$ cat src/rtl/serial_adder.sv
// -----------------------------------------------------------------------------
// serial_adder
//
// Digit-serial adder/subtractor. An operation is captured on start, then one
// DIGIT-bit slice is added per clock (least-significant slice first) with the
// carry kept in a register between slices. After STEPS = WIDTH/DIGIT slices
// the result, carry-out and signed overflow are loaded together and done
// pulses for one cycle. WIDTH must be an integer multiple of DIGIT.
//
// Ports
//   clk        in   clock, all state changes on the rising edge
//   rst        in   synchronous active-high reset, wins over start
//   start      in   begin a new operation (honoured in IDLE or DONE only)
//   sub        in   0 = a + b + cin, 1 = a - b (a + ~b + 1, cin ignored)
//   a, b       in   WIDTH-bit operands, captured with start
//   cin        in   carry-in for add, captured with start
//   busy       out  high in every slice-processing (RUN) cycle
//   done       out  one-cycle pulse when sum/cout/ovf have just been loaded
//   sum        out  registered WIDTH-bit result, held until the next done
//   cout       out  carry out of bit WIDTH-1
//   ovf        out  two's complement overflow
//   dbg_state  out  current FSM state (0 = IDLE, 1 = RUN, 2 = DONE)
//
// Handshake: start is a level sampled on each rising edge; it is accepted
// only when busy is low. A request made while busy is high is dropped, not
// queued. Results are valid in the cycle done is high and stay valid until
// the next done, so a consumer may read them any time after that pulse.
// -----------------------------------------------------------------------------
module serial_adder #(
    parameter int WIDTH = 16,
    parameter int DIGIT = 4
) (
    input  logic             clk,
    input  logic             rst,
    input  logic             start,
    input  logic             sub,
    input  logic [WIDTH-1:0] a,
    input  logic [WIDTH-1:0] b,
    input  logic             cin,
    output logic             busy,
    output logic             done,
    output logic [WIDTH-1:0] sum,
    output logic             cout,
    output logic             ovf,
    output logic [1:0]       dbg_state
);

    localparam int STEPS = WIDTH / DIGIT;
    // Keep the counter at least one bit wide so STEPS == 1 still elaborates.
    localparam int CNT_W = (STEPS > 1) ? $clog2(STEPS) : 1;
    localparam logic [CNT_W-1:0] LAST_STEP = CNT_W'(STEPS - 1);

    localparam logic [1:0] S_IDLE = 2'd0;
    localparam logic [1:0] S_RUN  = 2'd1;
    localparam logic [1:0] S_DONE = 2'd2;

    logic [1:0]       state_q, state_d;
    logic [WIDTH-1:0] op_a_q,  op_a_d;
    logic [WIDTH-1:0] op_b_q,  op_b_d;   // already inverted for subtract
    logic             carry_q, carry_d;
    logic [CNT_W-1:0] cnt_q,   cnt_d;
    logic [WIDTH-1:0] acc_q,   acc_d;    // partial result, filled slice by slice
    logic [WIDTH-1:0] sum_q,   sum_d;
    logic             cout_q,  cout_d;
    logic             ovf_q,   ovf_d;

    logic [31:0]      base;
    logic [DIGIT:0]   slice_sum;
    logic [WIDTH-1:0] acc_merged;

    // Current slice: DIGIT-bit add with the carry register as carry-in.
    // acc_merged is the partial result with this slice written in, so the
    // final slice can be loaded into sum on the same edge that enters DONE.
    always_comb begin
        base       = 32'(cnt_q) * 32'(DIGIT);
        slice_sum  = {1'b0, op_a_q[base +: DIGIT]}
                   + {1'b0, op_b_q[base +: DIGIT]}
                   + {{DIGIT{1'b0}}, carry_q};
        acc_merged = acc_q;
        acc_merged[base +: DIGIT] = slice_sum[DIGIT-1:0];
    end

    always_comb begin
        state_d = state_q;
        op_a_d  = op_a_q;
        op_b_d  = op_b_q;
        carry_d = carry_q;
        cnt_d   = cnt_q;
        acc_d   = acc_q;
        sum_d   = sum_q;
        cout_d  = cout_q;
        ovf_d   = ovf_q;

        case (state_q)
            S_IDLE, S_DONE: begin
                if (start) begin
                    // Subtract is a + ~b + 1: invert b once at capture and
                    // seed the carry with 1, so RUN never looks at the mode.
                    op_a_d  = a;
                    op_b_d  = sub ? ~b : b;
                    carry_d = sub ? 1'b1 : cin;
                    cnt_d   = '0;
                    acc_d   = '0;
                    state_d = S_RUN;
                end else if (state_q == S_DONE) begin
                    state_d = S_IDLE;
                end
            end

            S_RUN: begin
                acc_d   = acc_merged;
                carry_d = slice_sum[DIGIT];
                if (cnt_q == LAST_STEP) begin
                    state_d = S_DONE;
                    sum_d   = acc_merged;
                    cout_d  = slice_sum[DIGIT];
                    // Same-sign operands producing a different-sign result.
                    ovf_d   = (op_a_q[WIDTH-1] == op_b_q[WIDTH-1]) &&
                              (acc_merged[WIDTH-1] != op_a_q[WIDTH-1]);
                end else begin
                    cnt_d = cnt_q + CNT_W'(1);
                end
            end

            default: state_d = S_IDLE;
        endcase
    end

    always_ff @(posedge clk) begin
        if (rst) begin
            state_q <= S_IDLE;
            op_a_q  <= '0;
            op_b_q  <= '0;
            carry_q <= 1'b0;
            cnt_q   <= '0;
            acc_q   <= '0;
            sum_q   <= '0;
            cout_q  <= 1'b0;
            ovf_q   <= 1'b0;
        end else begin
            state_q <= state_d;
            op_a_q  <= op_a_d;
            op_b_q  <= op_b_d;
            carry_q <= carry_d;
            cnt_q   <= cnt_d;
            acc_q   <= acc_d;
            sum_q   <= sum_d;
            cout_q  <= cout_d;
            ovf_q   <= ovf_d;
        end
    end

    assign busy      = (state_q == S_RUN);
    assign done      = (state_q == S_DONE);
    assign sum       = sum_q;
    assign cout      = cout_q;
    assign ovf       = ovf_q;
    assign dbg_state = state_q;

endmodule

$ cat config.mk
export PLATFORM = sky130hd
export DESIGN_NAME = serial_adder
export DESIGN_NICKNAME = d
export VERILOG_FILES = /design/src/rtl/serial_adder.sv
export SDC_FILE = /design/constraint.sdc
export NUM_CORES = 1
export LEC_CHECK = 0
export ABC_AREA = 0
export CAP_MARGIN = 5
export CORE_ASPECT_RATIO = 1.75
export CORE_MARGIN = 3
export CORE_UTILIZATION = 48
export CTS_CLUSTER_SIZE = 24
export DETAILED_ROUTE_END_ITERATION = 12
export PLACE_DENSITY = 0.76
export SYNTH_ARGS = -nofsm -noshare
export SYNTH_HDL_FRONTEND = slang
export SYNTH_SLANG_ARGS = --single-unit
$ cat constraint.sdc
create_clock -name clk -period 3 [get_ports clk]
set_input_delay 0.6 -clock clk [delete_from_list [all_inputs] [get_ports clk]]
set_output_delay 0.6 -clock clk [all_outputs]
set_load 0.02 [all_outputs]
Fig. 1: wire density map
Scale bar: 20 um. The die is cut into 14 by 23 equal tiles; white is low, dark blue is high, scaled to the fullest tile. Values are wire area over tile area, all layers added.
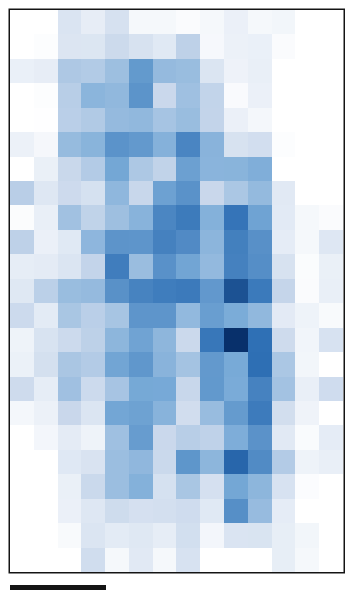
nearly empty tiles	17%
mean over tiles	0.15
densest ninth of the die	centre
tiles over half the peak	18%
emptiest ninth of the die	north-east
fullest tile	0.59
routed wire length per instance: 14.80 um
number of vias in the routed layout: 2865

Fig. 2: clock wires, drivers and flops
Scale bar: 20 um.
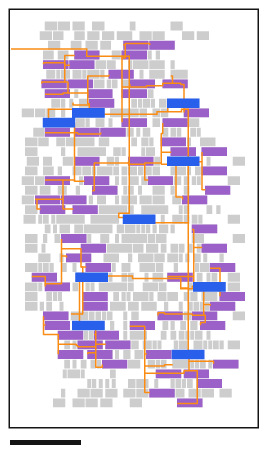
[blue] cells driving clock nets | count: 9
[orange] clock wires | length: 815 um
[purple] flip-flops | count: 71
routed clock nets	10

==> run notes <==
The flow ran to the end, and the final reports show no timing, DRC or antenna violations. In the setup report, the worst path falls into the class reg -> reg. For this block, wires on met1 add up to 2840 um. With the number of H-tree branching levels at 3, the sequential cell area is 0.001421 mm^2.

The buffer levels on the longest clock path was 2; the final max-slew violation count was 0. The final hold violation count recorded for this run is 0. The maximum number of pins on one net before global-route repair came out at 53.

The library cells used most frequently in the layout, excluding fill and tap cells, are 71 x dfxtp_1, 57 x clkdlybuf4s50_1, 55 x nor2_1. The run gives 5.426 for the detail-routed via count per cell. For the sequential cell power, the log shows 1.01 mW.

Excluding fillers, the count of instances in the completed layout stands at 528. Along the worst path, the maximum fanout reaches 14. The critical path runs through a total of 8 cells.

With the final antenna diode count at 0, the count of routing violations after the opening detailed-route iteration is 165. The proportion of synthesized flip-flops having asynchronous set or reset came out at 0. The run gives 71 as the number of clock sinks seen by CTS. The cell-internal power was 1.757 mW; the length of routed met2 wiring was 4416 um. The number of flops mapped to enable cells by yosys came out at 0. The run gives 0.420 as the clock network power share. The run gives 31 for the tool warning count.

The first-pass GRT wire length was 12970 um; the count of unique library cells instantiated by Yosys was 42. The run gives 0.53 ns for the maximum cell stage delay along the critical path. The relative contribution of sequential cells to total power is 0.436, and the post-synthesis instance area is 0.003402 mm^2. Per the finish-stage timing summary, setup violations number 0. The depth of the worst register-to-register path is 8, and the setup TNS after final layout is 0 ns. The run gives 0 as the tally of max-capacitance violations.

Setup slack on the worst reg-to-reg path comes out at 0.26 ns. The overall routed net length was 7813 um; the combinational power was 0.335 mW. The fraction of layout instances using a drive strength above 1 was 0.1036. Following the worst setup path forward leads to its endpoint at sum[11]. The core region is 0.006857 mm^2. The switching component of the power was reported as 0.5651 mW.

The total cell area reported by yosys after synthesis was 0.003402 mm^2. Setup repair after global routing left no endpoint under its margin. The tools report the number of antenna violations at the first check in global routing as 0.

After technology mapping, the gate count stands at 393. After legalization and detailed placement, the total HPWL measured 5783 um. For the number of global-route vias before repair, the log shows 2836. The reg-to-reg critical path startpoint was cnt_q[0]. The layout-stage area growth over the synthesis result is 25.78%. The average instance in the mapped netlist occupies 8.657 um^2. The run gives 0.4962 for the core utilization at floorplan.

With the simple-gate share of the synthesized area at 0.2004, the post-synthesis xor/xnor area fraction is 0.04377. The run gives 0.9134 for the final clock period utilization by the worst path. The area fraction in compound gates is 0.1751. The global route stage reports its total congestion overflow as 0. Family of cells with the greatest summed delay on the critical path: simple AND/OR/NAND/NOR gates.

The largest vdd supply drop came out at 391.8 uV. The tools report the number of fillers in the final layout as 595. In the log, the iteration count for the first detailed-route pass is 5. The worst setup path is captured at a register. The die is 69.64 um wide.

The most used routing layer in global routing is met2. Standard cell with the maximum stage delay on the critical path: mux4_2. In the synthesized netlist, the dominant kind of combinational cell is simple AND/OR/NAND/NOR gates. The synthesis report lists the Yosys warning total as 0.

The capturing point of the worst reg2reg path was sum[11]. The tools report the worst hold slack as 0.4476 ns. In the Yosys report the total cell count is 393. The run gives 295 um as the total length of routed met3 wires. For the headroom to the max-slew limit, the log shows 0.5309. For reference, the critical path is launched at cnt_q[0]. The maximum clock frequency was 0.3649 GHz. Looking at area per cell type in the netlist, the leader is dfxtp_1. The overall die size recorded for this design is 0.008174 mm^2. In the routed design, unresolved DRC markers number 0. The net count of the finished layout came out at 488. The flow reports power dissipated in the clock network as 0.974 mW.

The area share of the largest cell type after synthesis was 0.4178. The run gives 0.8796 for the routability congestion estimate from global placement. Listed in order, past its start point the critical path passes buf_4 -> mux4_2 -> ha_1 -> a21oi_1 -> a21boi_1 -> nor3_2 -> a31oi_1 -> nor3_1. The die boundary height was 117.4 um. In this run, post-CTS hold repair placed 0 buffers. The highest layer touched by signal routing is met4.

The number of gates resized after cts was 0. Root buffer cell: clkbuf_16. As reported, the later end of the worst-skew pair has a clock insertion delay of 0.33 ns. The combinational fraction of design power came out at 0.144.

The final timing report lists clock skew as 0.004982 ns. Buffering stage count on the worst path with inverters included: 1. Ranked by total cell area, the synthesized netlist is headed by dfxtp_1 42%, nor2_1 6.1%, nand2_1 5.7%, mux4_2 5.3%, a21oi_1 4.6%. For the finished layout, the period the worst path requires is 2.740 ns. Post-CTS timing repair inserted 0 buffers for setup. The number of clock buffers inserted by TritonCTS is 9, and the hold path depth is 2.

The tools report the final core utilization as 0.6241. TritonCTS built the clock tree. Pin placement for this block handled 59 I/O pins. The overall track demand over capacity in global routing is 0.1991, and the net switching fraction of the power is 0.2434.

The synthesis stat section lists a flop and latch total of 71. Worst-margin pin slew: 0.7036 ns. The portion of netlist area occupied by mux cells is 0.05590. The heaviest power group was sequential cells. The number of cells in the design after placement came out at 513. The run gives 3.25 ns as the required time at the endpoint of the critical path. The OpenROAD report gives the critical path a data arrival time of 2.99 ns.

Type of the tightest min-delay check: reg -> reg. STA classifies the critical path startpoint as a register. Per the synth stats, the flop cell with the highest instance count is dfxtp_1. The met2 usage was 0.3642; the combinational gate area was 0.001777 mm^2.

The most frequent logic cell in the layout is dfxtp_1. The adder-cell share of the synthesized area is 0.04487, and the number of antenna-violating nets in the routed design is 0. The tools report the number of nets in the synthesized netlist as 441.

According to the floorplan log, the row count is 40. In this run the power density over the cells is 542.6 mW/mm^2. In this run the static leakage power is 1.516 nW.

Buffers placed on the I/O ports in this run total 58. The design draws 2.322 mW. Met1 track demand over resource in global routing: 0.2027. The met3 routing resource usage after global routing is 0.04117.
==> Yosys cell counts (3+ instances only) <==
| cell type | count |
|---|---|
| a211oi_1 | 17 |
| buf_2 | 8 |
| dfxtp_1 | 71 |
| o21ai_1 | 3 |
| a31oi_1 | 7 |
| nor2b_1 | 12 |
| clkbuf_1 | 16 |
| xnor2_1 | 17 |
| a22oi_1 | 5 |
| mux4_2 | 8 |
| o21ai_0 | 9 |
| nor3_1 | 9 |
| ha_1 | 9 |
| inv_1 | 14 |
| nand2_1 | 52 |
| nor3_2 | 3 |
| a21oi_1 | 31 |
| a211oi_2 | 7 |
| nor2_1 | 55 |
| buf_4 | 3 |
| nand2b_1 | 6 |
| nand3_1 | 6 |
==> how the worst min path moves through the flow <==
| stage | startpoint | end |
|---|---|---|
| after floorplan | acc_q[0] | acc_q[0] |
| after global placement | acc_q[0] | acc_q[0] |
| after detailed placement | acc_q[0] | acc_q[0] |
| after CTS | acc_q[0] | acc_q[0] |
| after global routing | acc_q[0] | acc_q[0] |
| final | acc_q[0] | acc_q[0] |
==> cell families (layout without fill, tap and decap cells) <==
kind of cell             Yosys count  in the layout
multiplexers                       9              9
buffers and inverters             46             97
XOR/XNOR                          17             17
AND/OR/NAND/NOR                  151            151
adder cells (fa/ha/maj)           11             11
AND-OR/OR-AND                     88             88
flip-flops                        71             71
==> per-stage QoR <==
step	setup WS, ns	instance area (um^2)
6_report	0.2599	4279
3_3_place_gp	0.4431	4001
3_5_place_dp	0.3555	4001
5_1_grt	0.03822	4279
4_1_cts	0.2693	4279
2_1_floorplan	0.1050	3402
==> area by class of cell <==
type,count,area share
clock buffers,15,0.06491
multi-input cells,276,0.4152
inverters,16,0.01462
repair buffers,66,0.1485
flip-flops and latches,71,0.3322
well taps,84,0.02456
Power and IR drop assume default switching activity.
